Figure 1. Congestion heat map (run 1).
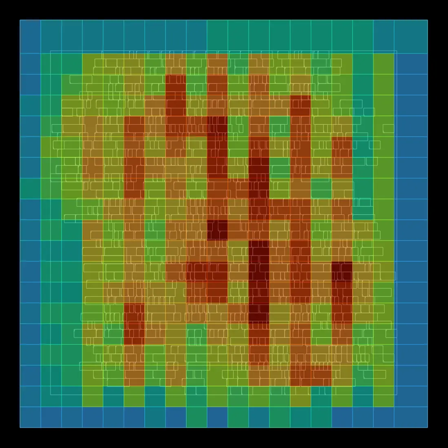
Figure 2. Metal layers overlaid (run 1).
Bar = 50 um.
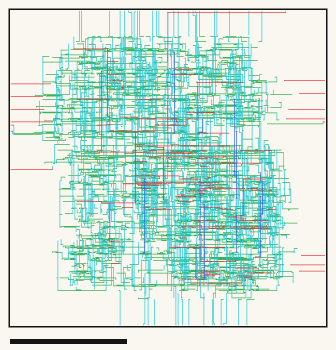
Figure 3. Floorplan with the power grid (run 1).
Bar = 50 um. Pins as bars on the die edge.
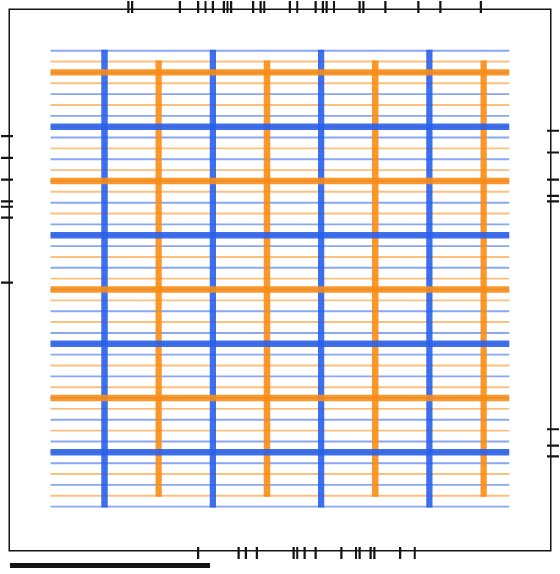
[src/rtl/uart_prog_loader_pkg.sv]
// Shared constants for the UART program loader: bus widths, default ROM
// depth, state encodings for the loader and the byte receiver, and a helper
// that drops one received byte into its lane of the word being assembled.
package loader_pkg;

    localparam int ADDR_W        = 14;
    localparam int WORD_W        = 32;
    localparam int LEN_W         = 16;
    localparam int MAX_WORDS_DEF = 16384;

    // Loader FSM encodings, kept as plain constants so older tools that
    // consume this slice can read them without enum support.
    localparam logic [2:0] ST_IDLE   = 3'd0;
    localparam logic [2:0] ST_LEN_LO = 3'd1;
    localparam logic [2:0] ST_LEN_HI = 3'd2;
    localparam logic [2:0] ST_DATA   = 3'd3;
    localparam logic [2:0] ST_WRITE  = 3'd4;
    localparam logic [2:0] ST_DONE   = 3'd5;
    localparam logic [2:0] ST_ERR    = 3'd6;

    // Byte receiver encodings.
    localparam logic [1:0] RX_IDLE  = 2'd0;
    localparam logic [1:0] RX_START = 2'd1;
    localparam logic [1:0] RX_DATA  = 2'd2;
    localparam logic [1:0] RX_STOP  = 2'd3;

    // Replace byte lane 'lane' of 'word' with 'data'; lane 0 is bits [7:0],
    // which is where the first little-endian byte of a word belongs.
    function automatic logic [WORD_W-1:0] merge_byte(
        input logic [WORD_W-1:0] word,
        input logic [1:0]        lane,
        input logic [7:0]        data
    );
        logic [WORD_W-1:0] result;
        result = word;
        result[{lane, 3'b000} +: 8] = data;
        return result;
    endfunction

endpackage

[src/rtl/uart_rx.sv]
// 8N1 UART byte receiver. The line is synchronised into the clock domain,
// a falling edge starts a frame, the start bit is re-checked half a bit
// later to reject glitches, and each data bit is sampled once per bit
// period. The stop bit is judged at its middle, which also re-arms the
// receiver early enough to catch a back-to-back frame.
module uart_rx #(
    parameter int CLKS_PER_BIT = 87
) (
    input  logic       clk,
    input  logic       rst,
    input  logic       rx,
    output logic       byte_valid,
    output logic [7:0] byte_data,
    output logic       frame_err
);
    import loader_pkg::*;

    localparam int CNT_W = (CLKS_PER_BIT > 2) ? $clog2(CLKS_PER_BIT) : 1;
    localparam logic [CNT_W-1:0] CNT_LAST = CNT_W'(CLKS_PER_BIT - 1);
    localparam logic [CNT_W-1:0] CNT_HALF = CNT_W'(CLKS_PER_BIT / 2 - 1);

    logic             rx_meta;
    logic             rx_sync;
    logic             rx_prev;
    logic [1:0]       state;
    logic [CNT_W-1:0] cnt;
    logic [2:0]       bit_idx;
    logic [7:0]       shift;

    // Two-flop synchroniser plus one delayed copy for falling-edge detection;
    // everything resets to the idle-high line level so reset never looks
    // like a start bit.
    always_ff @(posedge clk) begin
        if (rst) begin
            rx_meta <= 1'b1;
            rx_sync <= 1'b1;
            rx_prev <= 1'b1;
        end else begin
            rx_meta <= rx;
            rx_sync <= rx_meta;
            rx_prev <= rx_sync;
        end
    end

    // Frame state machine: bit timer, LSB-first shift register and the
    // one-cycle byte_valid / frame_err strobes.
    always_ff @(posedge clk) begin
        if (rst) begin
            state      <= RX_IDLE;
            cnt        <= '0;
            bit_idx    <= 3'd0;
            shift      <= 8'h00;
            byte_valid <= 1'b0;
            byte_data  <= 8'h00;
            frame_err  <= 1'b0;
        end else begin
            byte_valid <= 1'b0;
            frame_err  <= 1'b0;
            case (state)
                RX_IDLE: begin
                    if (rx_prev && !rx_sync) begin
                        state <= RX_START;
                        cnt   <= '0;
                    end
                end
                RX_START: begin
                    if (cnt == CNT_HALF) begin
                        if (rx_sync) begin
                            state <= RX_IDLE;
                        end else begin
                            state   <= RX_DATA;
                            cnt     <= '0;
                            bit_idx <= 3'd0;
                        end
                    end else begin
                        cnt <= cnt + 1'b1;
                    end
                end
                RX_DATA: begin
                    if (cnt == CNT_LAST) begin
                        cnt   <= '0;
                        shift <= {rx_sync, shift[7:1]};
                        if (bit_idx == 3'd7) begin
                            state <= RX_STOP;
                        end else begin
                            bit_idx <= bit_idx + 3'd1;
                        end
                    end else begin
                        cnt <= cnt + 1'b1;
                    end
                end
                RX_STOP: begin
                    if (cnt == CNT_LAST) begin
                        cnt   <= '0;
                        state <= RX_IDLE;
                        if (rx_sync) begin
                            byte_valid <= 1'b1;
                            byte_data  <= shift;
                        end else begin
                            frame_err <= 1'b1;
                        end
                    end else begin
                        cnt <= cnt + 1'b1;
                    end
                end
                default: begin
                    state <= RX_IDLE;
                end
            endcase
        end
    end

endmodule

[src/rtl/uart_prog_loader.sv]
// Program loader: receives a length-prefixed little-endian word stream over
// UART and writes it into the instruction ROM through the fetch stage's
// upgrade port. The loader holds the ROM (upg_done_o low) while loading and
// hands it back to the CPU when the image is complete or the load fails.
module uart_prog_loader
    import loader_pkg::*;
#(
    parameter int CLKS_PER_BIT = 87,
    parameter int MAX_WORDS    = 16384
) (
    input  logic              clk,
    input  logic              rst,
    input  logic              rx,
    input  logic              start,
    output logic              upg_wen_o,
    output logic [ADDR_W-1:0] upg_adr_o,
    output logic [WORD_W-1:0] upg_dat_o,
    output logic              upg_done_o,
    output logic              busy_o,
    output logic              err_o
);

    localparam logic [LEN_W:0] MAX_LIM = (LEN_W + 1)'(MAX_WORDS);

    logic              byte_valid;
    logic [7:0]        byte_data;
    logic              frame_err;

    logic [2:0]        state;
    logic              start_prev;
    logic              start_rise;
    logic [LEN_W-1:0]  len;
    logic [LEN_W-1:0]  len_next;
    logic [LEN_W-1:0]  word_cnt;
    logic [1:0]        byte_idx;
    logic [WORD_W-1:0] word_asm;
    logic [WORD_W-1:0] word_next;

    uart_rx #(
        .CLKS_PER_BIT(CLKS_PER_BIT)
    ) u_rx (
        .clk       (clk),
        .rst       (rst),
        .rx        (rx),
        .byte_valid(byte_valid),
        .byte_data (byte_data),
        .frame_err (frame_err)
    );

    assign start_rise = start & ~start_prev;
    assign len_next   = {byte_data, len[7:0]};
    assign word_next  = merge_byte(word_asm, byte_idx, byte_data);

    // Remember the previous start level; it resets high so a start input
    // that is already high when reset releases does not arm a load.
    always_ff @(posedge clk) begin
        if (rst) begin
            start_prev <= 1'b1;
        end else begin
            start_prev <= start;
        end
    end

    // Loader FSM: arms on a start edge, collects the word count, assembles
    // words byte by byte, issues one write strobe per word and finally
    // releases the ROM. Any framing error during a load releases the ROM
    // with err_o set and whatever partial image was already written.
    always_ff @(posedge clk) begin
        if (rst) begin
            state      <= ST_IDLE;
            len        <= '0;
            word_cnt   <= '0;
            byte_idx   <= 2'd0;
            word_asm   <= '0;
            upg_wen_o  <= 1'b0;
            upg_adr_o  <= '0;
            upg_dat_o  <= '0;
            upg_done_o <= 1'b1;
            busy_o     <= 1'b0;
            err_o      <= 1'b0;
        end else begin
            upg_wen_o <= 1'b0;
            case (state)
                ST_IDLE, ST_ERR: begin
                    if (start_rise) begin
                        state      <= ST_LEN_LO;
                        busy_o     <= 1'b1;
                        upg_done_o <= 1'b0;
                        err_o      <= 1'b0;
                        upg_adr_o  <= '0;
                        byte_idx   <= 2'd0;
                        word_cnt   <= '0;
                    end
                end
                ST_LEN_LO: begin
                    if (frame_err) begin
                        state      <= ST_ERR;
                        err_o      <= 1'b1;
                        upg_done_o <= 1'b1;
                        busy_o     <= 1'b0;
                    end else if (byte_valid) begin
                        len[7:0] <= byte_data;
                        state    <= ST_LEN_HI;
                    end
                end
                ST_LEN_HI: begin
                    if (frame_err) begin
                        state      <= ST_ERR;
                        err_o      <= 1'b1;
                        upg_done_o <= 1'b1;
                        busy_o     <= 1'b0;
                    end else if (byte_valid) begin
                        len[15:8] <= byte_data;
                        if (len_next == '0) begin
                            state <= ST_DONE;
                        end else if ({1'b0, len_next} > MAX_LIM) begin
                            state      <= ST_ERR;
                            err_o      <= 1'b1;
                            upg_done_o <= 1'b1;
                            busy_o     <= 1'b0;
                        end else begin
                            state <= ST_DATA;
                        end
                    end
                end
                ST_DATA: begin
                    if (frame_err) begin
                        state      <= ST_ERR;
                        err_o      <= 1'b1;
                        upg_done_o <= 1'b1;
                        busy_o     <= 1'b0;
                    end else if (byte_valid) begin
                        word_asm <= word_next;
                        byte_idx <= byte_idx + 2'd1;
                        if (byte_idx == 2'd3) begin
                            state     <= ST_WRITE;
                            upg_wen_o <= 1'b1;
                            upg_dat_o <= word_next;
                        end
                    end
                end
                ST_WRITE: begin
                    // The address only advances after the strobe cycle, so
                    // the ROM sees a stable address/data pair during it.
                    upg_adr_o <= upg_adr_o + 1'b1;
                    word_cnt  <= word_cnt + 1'b1;
                    if (word_cnt + 1'b1 == len) begin
                        state <= ST_DONE;
                    end else begin
                        state <= ST_DATA;
                    end
                end
                ST_DONE: begin
                    state      <= ST_IDLE;
                    upg_done_o <= 1'b1;
                    busy_o     <= 1'b0;
                end
                default: begin
                    state <= ST_IDLE;
                end
            endcase
        end
    end

endmodule

[config.mk]
export PLATFORM = sky130hd
export DESIGN_NAME = uart_prog_loader
export DESIGN_NICKNAME = d
export VERILOG_FILES = /design/src/rtl/uart_prog_loader_pkg.sv /design/src/rtl/uart_rx.sv /design/src/rtl/uart_prog_loader.sv
export SDC_FILE = /design/constraint.sdc
export NUM_CORES = 1
export LEC_CHECK = 0
export CAP_MARGIN = 20
export CORE_MARGIN = 10
export CORE_UTILIZATION = 53
export CTS_CLUSTER_SIZE = 28
export DETAILED_ROUTE_END_ITERATION = 10
export GPL_TIMING_DRIVEN = 0
export PLACE_DENSITY = 0.8
export SLEW_MARGIN = 5
export SYNTH_ARGS = -nofsm -noshare
export SYNTH_HDL_FRONTEND = slang
export SYNTH_SLANG_ARGS = --single-unit
[constraint.sdc]
create_clock -name clk -period 2.3 [get_ports clk]
set_input_delay 0.46 -clock clk [delete_from_list [all_inputs] [get_ports clk]]
set_output_delay 0.46 -clock clk [all_outputs]
set_load 0.01 [all_outputs]
==> results.cfg, run 1 <==
; generated from flow reports
[routing]
ant_nets = 0
dr.pass1.iters = 5
drt-vias-per-instance = 5.74
post-route-drc-count = 0

[floorplan]
coreArea_um2 = 13100
fp-utilization_pct = 53.7

[yosys]
xor_share_pct = 3.85
top_area_share_pct = 43.5
syn_area_per_cell_um2 = 8.51
ys_chip_area_um2 = 7050
mux_area_share_pct = 5.13
synthAoiAreaFrac_pct = 18.1
async_reset_ff_share_pct = 0
ys_seq_share_pct = 43.5

[clock_network]
clk_latency_ns = 0.43

[finish]
lay_top_count = nor2_1

[grt]
grt_use_total_pct = 19.4
grt_pass1_wl_um = 28900

[sta]
hold_ws_ns = 0.417
worst_slew_pin_slew_ns = 0.713
timing.setup.tns_ns = 0

[power_and_ir_drop]
p_leak_uw = 0.00305

[worst_setup_path]
slowest_stage = or3_1
crit_chain = clkbuf_1 -> nor4_1 -> nand4_1 -> a31o_2 -> a21oi_1 -> a221oi_1 -> or3_1

[place]
place_area_um2 = 7800
placed_cells = 1057

[run_status]
status = completed
About Figure 1:
met1 Use GR: 24.2%
WL/cell: 16.3 um
met3 Track Usage GR: 5.34%

About Figure 2:
[red] metal 3 | wire length: 1080 um
[green] metal 1 | wire length: 7840 um
[blue] metal 4 | wire length: 516 um
[cyan] metal 2 | wire length: 8380 um
via count: 6264
final wirelength: 17800 um

About Figure 3:
[blue] VSS
[orange] VDD
rows: 42
met4 straps: 8
met1 rails: 43
signal pins: 54
maximum VDD drop: 0.000505 V
Die Y: 135 um

==> run 1: state kept, by name (all words and copies together) (netlist names), named ones only <==
name             cells
len                 16
state                3
upg_adr_o           14
u_rx.byte_valid      1
start_prev           1
u_rx.rx_meta         1
upg_wen_o            1
err_o                1
u_rx.frame_err       1
busy_o               1
u_rx.shift           8
u_rx.state           1
u_rx.rx_prev         1
upg_dat_o           32
byte_idx             2
word_asm            32
u_rx.bit_idx         3
u_rx.cnt             7
u_rx.rx_sync         1
word_cnt            16
u_rx.byte_data       8
upg_done_o           1
==> run 1: layout make-up <==
cell class                      instances  area share [%]
Clock inverter                          7            1.12
Inverter                               12           0.526
Multi-Input combinational cell        603            44.4
Timing Repair Buffer                   60            6.81
Sequential cell                       153            35.9
Clock buffer                           22            5.42
Tap cell                              176            2.57
Buffer                                 58            3.23
==> run 1: path summary, 6_finish.rpt <==
check	depth (start not counted)	end	slack [ns]	start
hold reg to reg	1	u_rx.rx_sync$_SDFF_PP1_	0.42	u_rx.rx_meta$_SDFF_PP1_
hold / removal	1	u_rx.rx_sync$_SDFF_PP1_	0.42	u_rx.rx_meta$_SDFF_PP1_
setup / recovery	7	upg_done_o$_SDFFE_PP1P_	0.07	u_rx.byte_data[0]$_SDFFE_PP0P_
setup reg to reg	7	upg_done_o$_SDFFE_PP1P_	0.07	u_rx.byte_data[0]$_SDFFE_PP0P_
==> run 1: routing by layer <==
layer | up-vias | wire (um) | global-route usage (%)
li1 | 3085 | - | -
met1 | 2940 | 7840 | 24.2
met2 | 198 | 8380 | 30.4
met3 | 41 | 1080 | 5.34
met4 | 0 | 515 | 9.21
met5 | - | 0 | 0
==> run 1: worst max-delay path: cells and delay by family, from the launching register on <==
family          cells  cell delay (ns)
simple gates        3             0.97
flops               1             0.29
compound gates      3             0.58
buf+inv             1             0.26
==> run 1: metrics by stage <==
step,setup WS [ns],util [%]
floorplan,0.0683,-
global placement,-0.666,59.3
detailed placement,-0.629,59.4
CTS,-0.0735,63.9
global route,-0.0243,65.2
finish,0.0669,65.2
==> run 1: timing repair <==
action	in CTS	in global routing
resized	12	31
buffers inserted	0	7
pin swaps	0	6
setup endpoints to repair	43	69
==> run 1: cell families (layout without fill, tap and decap cells) <==
kind of cell / after synthesis / after routing
and+or+nand+nor: 328 / 328
AOI/OAI and AO/OA: 196 / 196
DFF: 153 / 153
buffers and inverters: 72 / 159
muxes: 36 / 36
xor gates and xnor gates: 31 / 31
adders and majority gates: 12 / 12
==> run 1: report_power, final <==
group	leakage, uW	total [uW]	internal (uW)	switching (uW)
registers	0.00124	2660	2660	4.83
logic	0.00155	125	33.0	91.9
clock network	0.000264	2690	1630	1060
==> run 1: synthesized netlist by cell type (all sizes together), types with 3 or more instances <==
cell,n
nand3b,8
a22oi,9
and3,5
xor2,12
o211ai,3
dfxtp,153
nand4,11
nor2,160
xnor2,19
nor3b,4
or2,7
a21oi,63
a311oi,7
nor4,12
o21ai,31
clkbuf,41
nand2b,7
nand2,33
a211oi,65
mux2i,35
or3,9
ha,12
nand3,14
buf,19
nor2b,37
inv,12
nor3,13
Figure 4. Clock wires, drivers and flops (run 1).
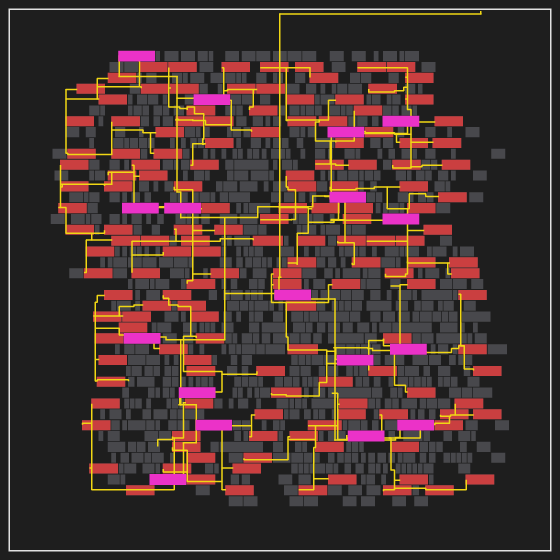

--- run 2 (diff from run 1) ---
--- a/config.mk
+++ b/config.mk
@@ -5,6 +5,7 @@
 export SDC_FILE = /design/constraint.sdc
 export NUM_CORES = 1
 export LEC_CHECK = 0
+export ABC_CLOCK_PERIOD_IN_PS = 2300
 export CAP_MARGIN = 20
 export CORE_MARGIN = 10
 export CORE_UTILIZATION = 53
@@ -12,6 +13,7 @@
 export DETAILED_ROUTE_END_ITERATION = 10
 export GPL_TIMING_DRIVEN = 0
 export PLACE_DENSITY = 0.8
+export RECOVER_POWER = 25
 export SLEW_MARGIN = 5
 export SYNTH_ARGS = -nofsm -noshare
 export SYNTH_HDL_FRONTEND = slang
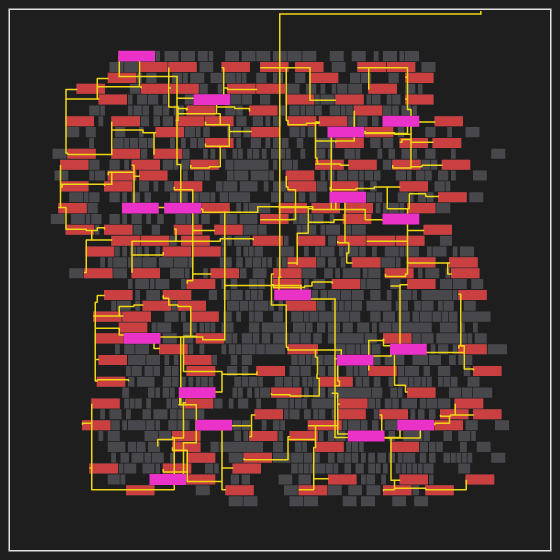
Figure 5: run 2, clock wires, drivers and flops.
[yellow] clock wires | length: 1850 um
[magenta] clock drivers | count: 17
[red] flip-flops | count: 153
routed clock nets: 18
clk ins delay skew pair: 0.43 ns
Worst Skew: 0.00785 ns
Clock Power Share: 49.2%
clk pwr: 2690 uW

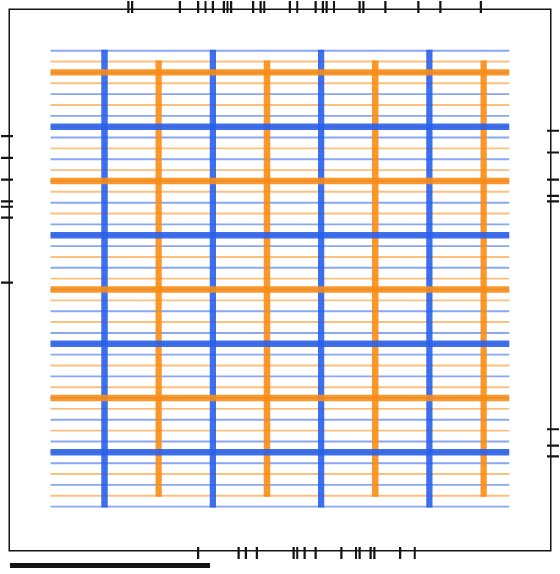
Figure 6: run 2, floorplan with the power grid.
Bar = 50 um. Pins as bars on the die edge.
[blue] VSS
[orange] VDD
rows: 42
met5 straps: 8
met4 straps: 8
Core Box Area: 13100 um2
Die W: 135 um
maximum VDD drop: 0.000505 V

==> run 2 against run 1 <==
Net effect:
- clock skew up 0.0014 ns
- synthesized cell count unchanged
- first-iteration DRC count down 1.3%
- critical endpoint unchanged
- non-clock buffer count unchanged
- sequential share of layout area unchanged
- clock-buffer cell count unchanged
- cell count unchanged
- die area unchanged
- routed wire length up 0.32%
- highest routed layer unchanged
- final area unchanged
==> results.cfg, run 2 <==
; generated from flow reports
[run_status]
status = completed

[finish]
top_regs = upg_dat_o: 32 flops, word_asm: 32 flops
area_growth_pct = 21.5
lay_top_count = nor2_1

[yosys]
netlist_instances = 828
async_reset_ff_share_pct = 0
synth_top_cell_by_count = nor2_1
ys_top_cells_by_count = nor2_1 (160), dfxtp_1 (153), a211oi_1 (65)
yosysTopAreaCell = dfxtp_1
ys_chip_area_um2 = 7050
netlist_area_um2 = 7050
syn_area_per_cell_um2 = 8.51
top_area_share_pct = 43.5
ys_seq_share_pct = 43.5

[routing]
wire_per_inst_um = 16.4
dr.pass1.iters = 7
post-route-drc-count = 0
drt-vias-per-instance = 5.74
wl_um = 17900
ant_nets = 0

[sta]
worst_slew_pin_slew_ns = 0.727
timing.setup.tns_ns = 0

[worst_setup_path]
crit_chain = clkbuf_1 -> nor4_1 -> nand4_1 -> a31o_2 -> a21oi_1 -> a221oi_1 -> or3_1
slowest_stage = or3_1
reg2reg_depth = 7
rrSetupSlack_ns = 0.07
r2r-end = upg_done_o$_SDFFE_PP1P_
worstReg2RegStart = u_rx.byte_data[0]$_SDFFE_PP0P_

[floorplan]
die_area_um2 = 18300
fp-utilization_pct = 53.7

[power_and_ir_drop]
sw_frac_of_total_pct = 21.1
switchingPower_uw = 1160
internal_power_uw = 4320
p_comb_share_pct = 2.3
power.share.sequential_pct = 48.6
p_leak_uw = 0.00317

[place]
place_area_um2 = 7800

[hold_path]
hold_start = u_rx.rx_meta$_SDFF_PP1_
hold-path-endpoint = u_rx.rx_sync$_SDFF_PP1_
hold_depth = 1
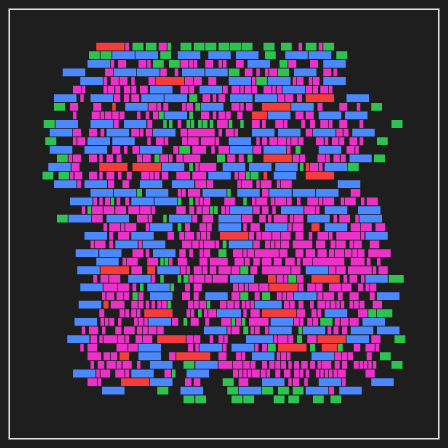
Figure 7: run 2, placed cells, one colour a class.
[green] remaining buffers and delay cells | cells: 118
[magenta] combinational and other logic | cells: 615
[blue] sequential cells | cells: 153
[red] clock drivers and dummy loads | cells: 29
fin area: 8570 um2
row count: 42
Final Core Density: 65.2%
fraction of area in registers: 35.9%

run 2: worst max-delay path by stage:
| stage | startpoint | endpoint | slack (ns) | cells after the start |
|---|---|---|---|---|
| 2_1_floorplan | word_cnt[0]$_SDFFE_PP0P_ | state[1]$_SDFFE_PP0P_ | 0.07 | 7 |
| 3_3_place_gp | start | upg_adr_o[6]$_SDFFE_PP0P_ | -0.67 | 8 |
| 3_5_place_dp | start | upg_adr_o[6]$_SDFFE_PP0P_ | -0.63 | 8 |
| 4_1_cts | byte_idx[0]$_SDFFE_PP0P_ | word_asm[30]$_SDFFE_PP0P_ | -0.07 | 6 |
| 5_1_grt | state[2]$_SDFFE_PP0P_ | upg_adr_o[6]$_SDFFE_PP0P_ | -0.02 | 8 |
| 6_report | u_rx.byte_data[0]$_SDFFE_PP0P_ | upg_done_o$_SDFFE_PP1P_ | 0.07 | 7 |
run 2: per-stage QoR:
stage / hold slack, ns / std cells / worst slack (ns)
detailed placement: 0.405 / 1057 / -0.629
global route: 0.426 / 1091 / -0.0243
global placement: 0.401 / 1056 / -0.666
CTS: 0.423 / 1085 / -0.0735
floorplan: 0.389 / 828 / 0.0683
finish: 0.417 / 1091 / 0.0658
run 2: critical path, delay by kind of cell (launching register included):
family	cells	cell delay, ns
and+or+nand+nor	3	0.97
DFF	1	0.29
buffers and inverters	1	0.26
AOI/OAI and AO/OA	3	0.58
run 2: power by group through the flow:
stage | Clock, uW | Combinational, uW | Sequential [uW]
after floorplan | 0 | 76.7 | 2720
after global placement | 0 | 121 | 2720
after detailed placement | 0 | 121 | 2720
after CTS | 2730 | 123 | 2660
after global routing | 2830 | 135 | 2660
final | 2690 | 124 | 2660
run 2: timing repair:
action	in CTS	in global routing
endpoints found under the setup margin	43	69
pin swaps	0	6
resized	12	31
setup buffers	0	7
run 2: cell families after synthesis:
| group | after synthesis | synth area share [%] |
|---|---|---|
| adder cells (fa/ha/maj) | 12 | 2.13 |
| flip-flops | 153 | 43.5 |
| AND-OR/OR-AND | 196 | 18.1 |
| buffers and inverters | 72 | 4.38 |
| XOR/XNOR | 31 | 3.85 |
| multiplexers | 36 | 5.13 |
| AND/OR/NAND/NOR | 328 | 22.9 |
run 2: per-layer routing:
metal | track usage (%) | wire length (um)
met5 | 0 | 0
met4 | 9.21 | 520
met3 | 5.34 | 1080
met2 | 30.4 | 8380
met1 | 24.2 | 7890
run 2: area by class of cell:
| type | count | area [um2] |
|---|---|---|
| Sequential cell | 153 | 3080 |
| Inverter | 12 | 45.0 |
| Fill cell | 1109 | 4570 |
| Clock inverter | 7 | 96.3 |
| Multi-Input combinational cell | 603 | 3810 |
| Clock buffer | 22 | 464 |
| Timing Repair Buffer | 60 | 583 |
| Buffer | 58 | 277 |
| Tap cell | 176 | 220 |
Power is estimated from default activity; no workload was simulated.
